Design sensor_session_scheduler, sky130hd; sources not shown.
Figure 1. Floorplan with the power grid (run 1).
Bar = 50 µm. Pins as bars on the die edge.
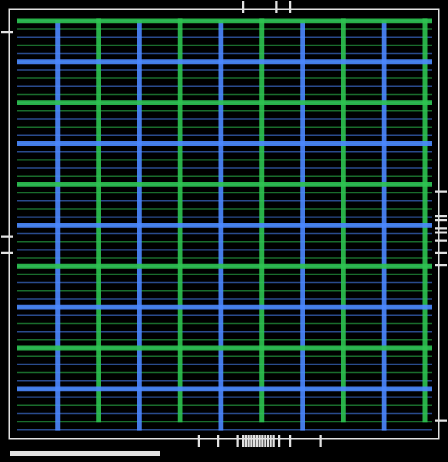
net	color
VSS	blue
VDD	green
met1 rails	51
met4 straps	10
rows	50
signal pins	33
Die X: 142.3 µm
core area: 18770 µm²
vertical die dimension: 142.3 µm
Peak supply drop: 89.66 µV

Figure 2. Local utilization (run 1).
Bar = 50 µm. 14 x 14 tiles, from black (low) to pale yellow (high), 0 to 100% covered.
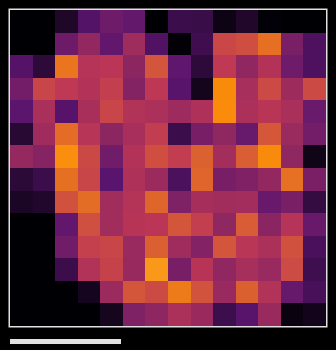
mean over tiles	36%
fullest tile	78%
emptiest ninth of the die	lower left
nearly empty tiles	11%
tiles over 75% full	1.0%
Core Density at Floorplan: 35.68%
utilization after layout: 39.94%

Figure 3. Routing congestion map (run 1).
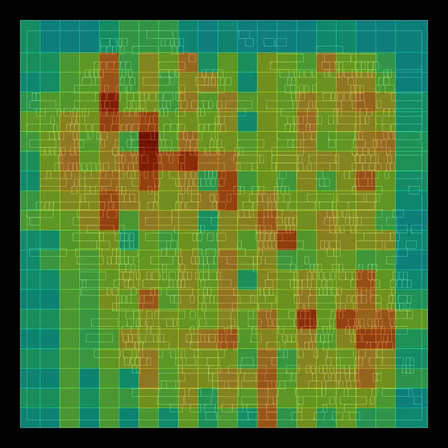
met2 capacity usage during global routing: 27.00%
GRT Max-Usage Layer: met2
total routing usage reported by global routing: 17.60%
fraction of met3 tracks used by global routing: 3.264%
routed wire length per instance: 13.95 µm

==> out/qor_table.md, run 1 <==
| Metric | Value |
|---|---|
| Final setup vio count | 0 |
| Total power divided by cell area | 182.8 nW/µm² |
| Total DRC errors in the routed layout | 0 |
| Result of the run | finished clean |
| Final Hold Viols | 0 |
| Cell area after synthesis | 6696 µm² |
| R2R Setup Slk | 5.30 ns |
| Commonest cells after routing, fill and taps aside | 222 x nand2_1, 132 x inv_1, 96 x dfrtp_1 |
| Final instance count without filler cells | 1202 |
| Yosys Warn Count | 0 |
| Row cnt | 50 |
| Distinct cell type count after synthesis | 53 |
| Setup repair after global routing missed its margin | false |
| Top flip-flop cell by instance count after synthesis | dfrtp_1 |
| Remaining global-route overflow | 0 |
| Total CTS buffers | 9 |
| Endpoint arrival time on the critical path | 4.33 ns |
| Number of cells produced by synthesis | 938 |
| Grt met1 use | 25.82% |
| Number of clock sinks | 96 |
| Number of primary I/O pins | 33 |
| Proportion of register bits with asynchronous set or reset after synthesis | 100.0% |
| Ant. Diodes | 0 |
| Clock transition at path regs | 0.07 ns |
| Number of cells in Yosys stat | 938 |
| Chip area line of the yosys report | 6696 µm² |
| Buffers inserted during post-CTS setup optimization | 0 |
| TritonCTS clock tree | built |
| Half-perimeter wire length after detailed placement | 12740 µm |
run 1: cell type report:
type | count | share of cell area, %
Timing Repair Buffer | 34 | 4.440
Multi-Input combinational cell | 671 | 48.06
Sequential cell | 96 | 32.05
Inverter | 151 | 7.595
Tap cell | 234 | 3.906
Clock buffer | 9 | 3.005
Clock inverter | 7 | 0.9514
run 1: report_power, final:
part / total, mW / switching (mW) / leakage (nW) / internal, mW
sequential: 0.511 / 0.0425 / 1.24 / 0.469
combinational: 0.471 / 0.309 / 2.10 / 0.162
clock: 0.388 / 0.177 / 0.143 / 0.211
total: 1.37 / 0.529 / 3.49 / 0.841
run 1: cells in the mapped netlist (all sizes together) (2+ instances only):
cell and instances:
dfrtp 96, nor2 100, a21o 3, o22ai 12
ha 16, xor2 24, xnor2 5, a21oi 37
nor4 14, clkbuf 6, nand3 62, nand4 38
nor3b 3, inv 151, nor3 34, nand2 233
o21ai 60, o21a 5, o311ai 2, buf 14
o31ai 2, mux2 9
run 1: routing by layer:
layer	share of wire, %	vias up
met4	1.1	0
met3	2.6	14
met1	53	2720
li1	-	3122
met2	43	72
met5	0	-
run 1: kinds of logic after synthesis:
kind of cell,Yosys count,share of synthesized area (%)
AND-OR/OR-AND,129,11.06
XOR/XNOR,29,3.793
adder cells (fa/ha/maj),17,3.288
buffers and inverters,171,10.33
flip-flops,96,35.87
multiplexers,9,1.513
other,1,0.05600
AND/OR/NAND/NOR,486,34.08
run 1: critical path, stage by stage:
cell and delay, ns:
clkdlybuf4s50_1 0.45, buf_4 0.31, inv_2 0.23, nor2_2 0.43, inv_2 0.21, nor2_2 0.44, mux2_2 0.39
==> inputs of run 2 (changes only) <==
==> constraint.sdc (replaced) <==
create_clock -name clock -period 3.88 [get_ports clock]
set_input_delay 0.776 -clock clock [delete_from_list [all_inputs] [get_ports clock]]
set_output_delay 0.776 -clock clock [all_outputs]
set_load 0.05 [all_outputs]
Figure 4. Local utilization (run 2).
Bar = 50 µm. 14 x 14 tiles, from black (low) to pale yellow (high), 0 to 100% covered.
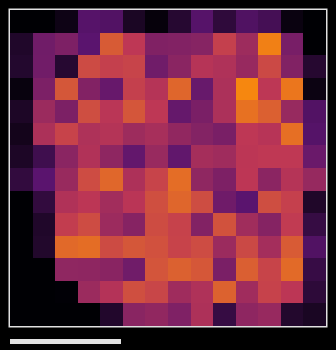
emptiest ninth of the die	lower left
mean over tiles	36%
fullest tile	73%
utilization after layout: 40.89%

Figure 5. Floorplan with the power grid (run 2).
Bar = 50 µm. Pins as bars on the die edge.
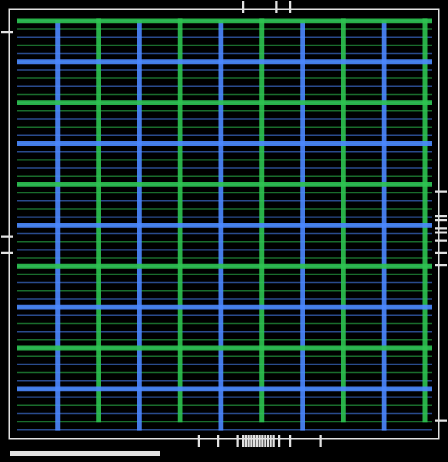
net	color
VSS	blue
VDD	green
met4 straps	10
met5 straps	10
signal pins	33
met1 rails	51
rows	50
Peak supply drop: 224.8 µV

==> run 2 against run 1 <==
- hold slack improved by 0.019 ns
- largest cell class unchanged
- area after synthesis did not move
- via count up 2.6%
- critical endpoint is now ok_count[0]
- core utilization rose by 0.95 points
- register-to-register slack worse by 4.9 ns
- clock skew shrank 0.0033 ns
- final cell count grew 0.75%
- sequential share of layout area is 0.74 points lower
- power grew 150%
==> out/qor_table.md, run 2 <==
| Metric | Value | vs previous |
|---|---|---|
| Result of the run | finished clean |  |
| Endpoint arrival time on the critical path | 3.78 ns | -0.55 ns |
| TritonCTS clock tree | built |  |
| Total power divided by cell area | 440.4 nW/µm² | +140% |
| Number of primary I/O pins | 33 | unchanged |
| Ant. Diodes | 0 | unchanged |
| Crit path setup slack, layout | 0.3919 ns |  |
| Core area | 18770 µm² | unchanged |
| Final setup vio count | 0 | unchanged |
| Number of clock sinks | 96 | unchanged |
| Commonest cells after routing, fill and taps aside | 219 x nand2_1, 130 x inv_1, 96 x dfrtp_1 |  |
| Total number of H-tree levels | 3 |  |
| Top flip-flop cell by instance count after synthesis | dfrtp_1 |  |
| Critical path, cell by cell | inv_1 -> ha_1 -> nand3_2 -> nor4_4 -> nand2_2 -> xor2_2 -> inv_2 -> ha_2 -> inv_1 -> fa_2 -> inv_1 -> nand2_1 -> nor2_4 -> inv_1 -> nand3_1 -> nand2_1 -> nand2_1 -> nor2_1 -> nand2_1 -> nor2_2 -> nand4_1 -> nand2_1 -> nand2_1 -> nand2_1 |  |
| Final Instance Area | 7674 µm² |  |
| Commonest cells in the netlist | 222 x nand2_1, 131 x inv_1, 96 x dfrtp_1, 82 x nor2_1, 62 x nand3_1 |  |
| Nets | 1003 |  |
| Worst path top cell family by delay | simple AND/OR/NAND/NOR gates |  |
| CP most frequent cell | nand2_1 |  |
| Proportion of register bits with asynchronous set or reset after synthesis | 100.0% | unchanged |
| Half-perimeter wire length after detailed placement | 13100 µm | +2.8% |
| Slowest stage delay, CP | 0.61 ns | +0.16 ns |
| Remaining global-route overflow | 0 | unchanged |
| Distinct cell type count after synthesis | 53 | unchanged |
| Critical-path cell with the highest stage delay | fa_2 |  |
| Number of cells produced by synthesis | 938 | unchanged |
| Chip area line of the yosys report | 6696 µm² | unchanged |
| Buffer-and-inverter tally for the worst setup path | 5 | +1 |
| Buffers inserted during post-CTS setup optimization | 0 | unchanged |
| Yosys Warn Count | 0 | unchanged |
| Critical path depth | 24 | +17 |
| Worst setup slack after placement | 0.1332 ns |  |
| Total DRC errors in the routed layout | 0 | unchanged |
| R2R Setup Slk | 0.39 ns | -4.91 ns |
| Core Density at Floorplan | 35.68% | unchanged |
| Vertical die dimension | 142.3 µm | unchanged |
| Number of flip-flops under the largest register name | 22 |  |
| Global-route wire length before repair | 29600 µm |  |
| Clock transition at path regs | 0.07 ns | about the same |
| Most used standard cell by instance count after synthesis | nand2_1 |  |
| Die X | 142.3 µm | unchanged |
| Final instance count without filler cells | 1211 | +0.75% |
| Final Hold Viols | 0 | unchanged |
| Cell area after synthesis | 6696 µm² | unchanged |
Figure 6. Routing congestion map (run 2).
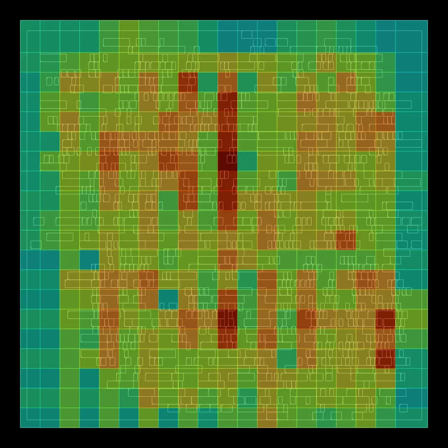
routed wire length per instance: 14.41 µm
total routing usage reported by global routing: 18.18%
fraction of met3 tracks used by global routing: 2.725%
met2 capacity usage during global routing: 29.06%
grt met1 use: 25.73%

run 2: netlist changes by cell type in the layout (fill, tap and decap cells not counted), moves of 4 or more:
cell / change
nand3_1: -4
buf_4: +9
nand3_2: +4
ha_1: -4
run 2: layer usage:
layer / global-route usage, % / routed length (µm)
met2: 29.06 / 7883
met3: 2.725 / 412
met5: 0 / 0
met1: 25.73 / 8965
met4: 4.950 / 192
run 2: where the power goes:
| part | switching (mW) | total, mW | internal [mW] |
|---|---|---|---|
| sequential | 0.103 | 1.21 | 1.11 |
| combinational | 0.793 | 1.24 | 0.443 |
| clock | 0.427 | 0.929 | 0.502 |
run 2: kinds of logic (layout without fill, tap and decap cells):
| kind of cell | after synthesis | count (layout) | share of synthesized area [%] |
|---|---|---|---|
| compound gates | 129 | 129 | 11.06 |
| xor+xnor | 29 | 29 | 3.793 |
| fa+ha+maj | 17 | 17 | 3.288 |
| buf+inv | 171 | 209 | 10.33 |
| flops | 96 | 96 | 35.87 |
| mux | 9 | 9 | 1.513 |
| other cells | 1 | 1 | 0.05600 |
| simple gates | 486 | 487 | 34.08 |
run 2: layout make-up:
| cell class | instances | area (µm²) | share of cell area, % |
|---|---|---|---|
| clock inverter | 6 | 68.82 | 0.8968 |
| sequential | 96 | 2402 | 31.31 |
| inverter | 151 | 571.8 | 7.451 |
| timing repair buffer | 43 | 400.4 | 5.218 |
| multi-input combinational | 672 | 3712 | 48.38 |
| tap | 234 | 292.8 | 3.815 |
| clock buffer | 9 | 225.2 | 2.935 |
run 2: stage by stage:
| stage | power [mW] | utilization, % |
|---|---|---|
| finish | 3.379 | 40.89 |
| global route | 3.653 | 40.89 |
| CTS | 3.320 | 40.05 |
| detailed placement | 2.371 | 38.48 |
| global placement | 2.369 | 38.48 |
| floorplan | 2.082 | - |
Power figures rest on the tool's default switching activity, not on a simulated workload.
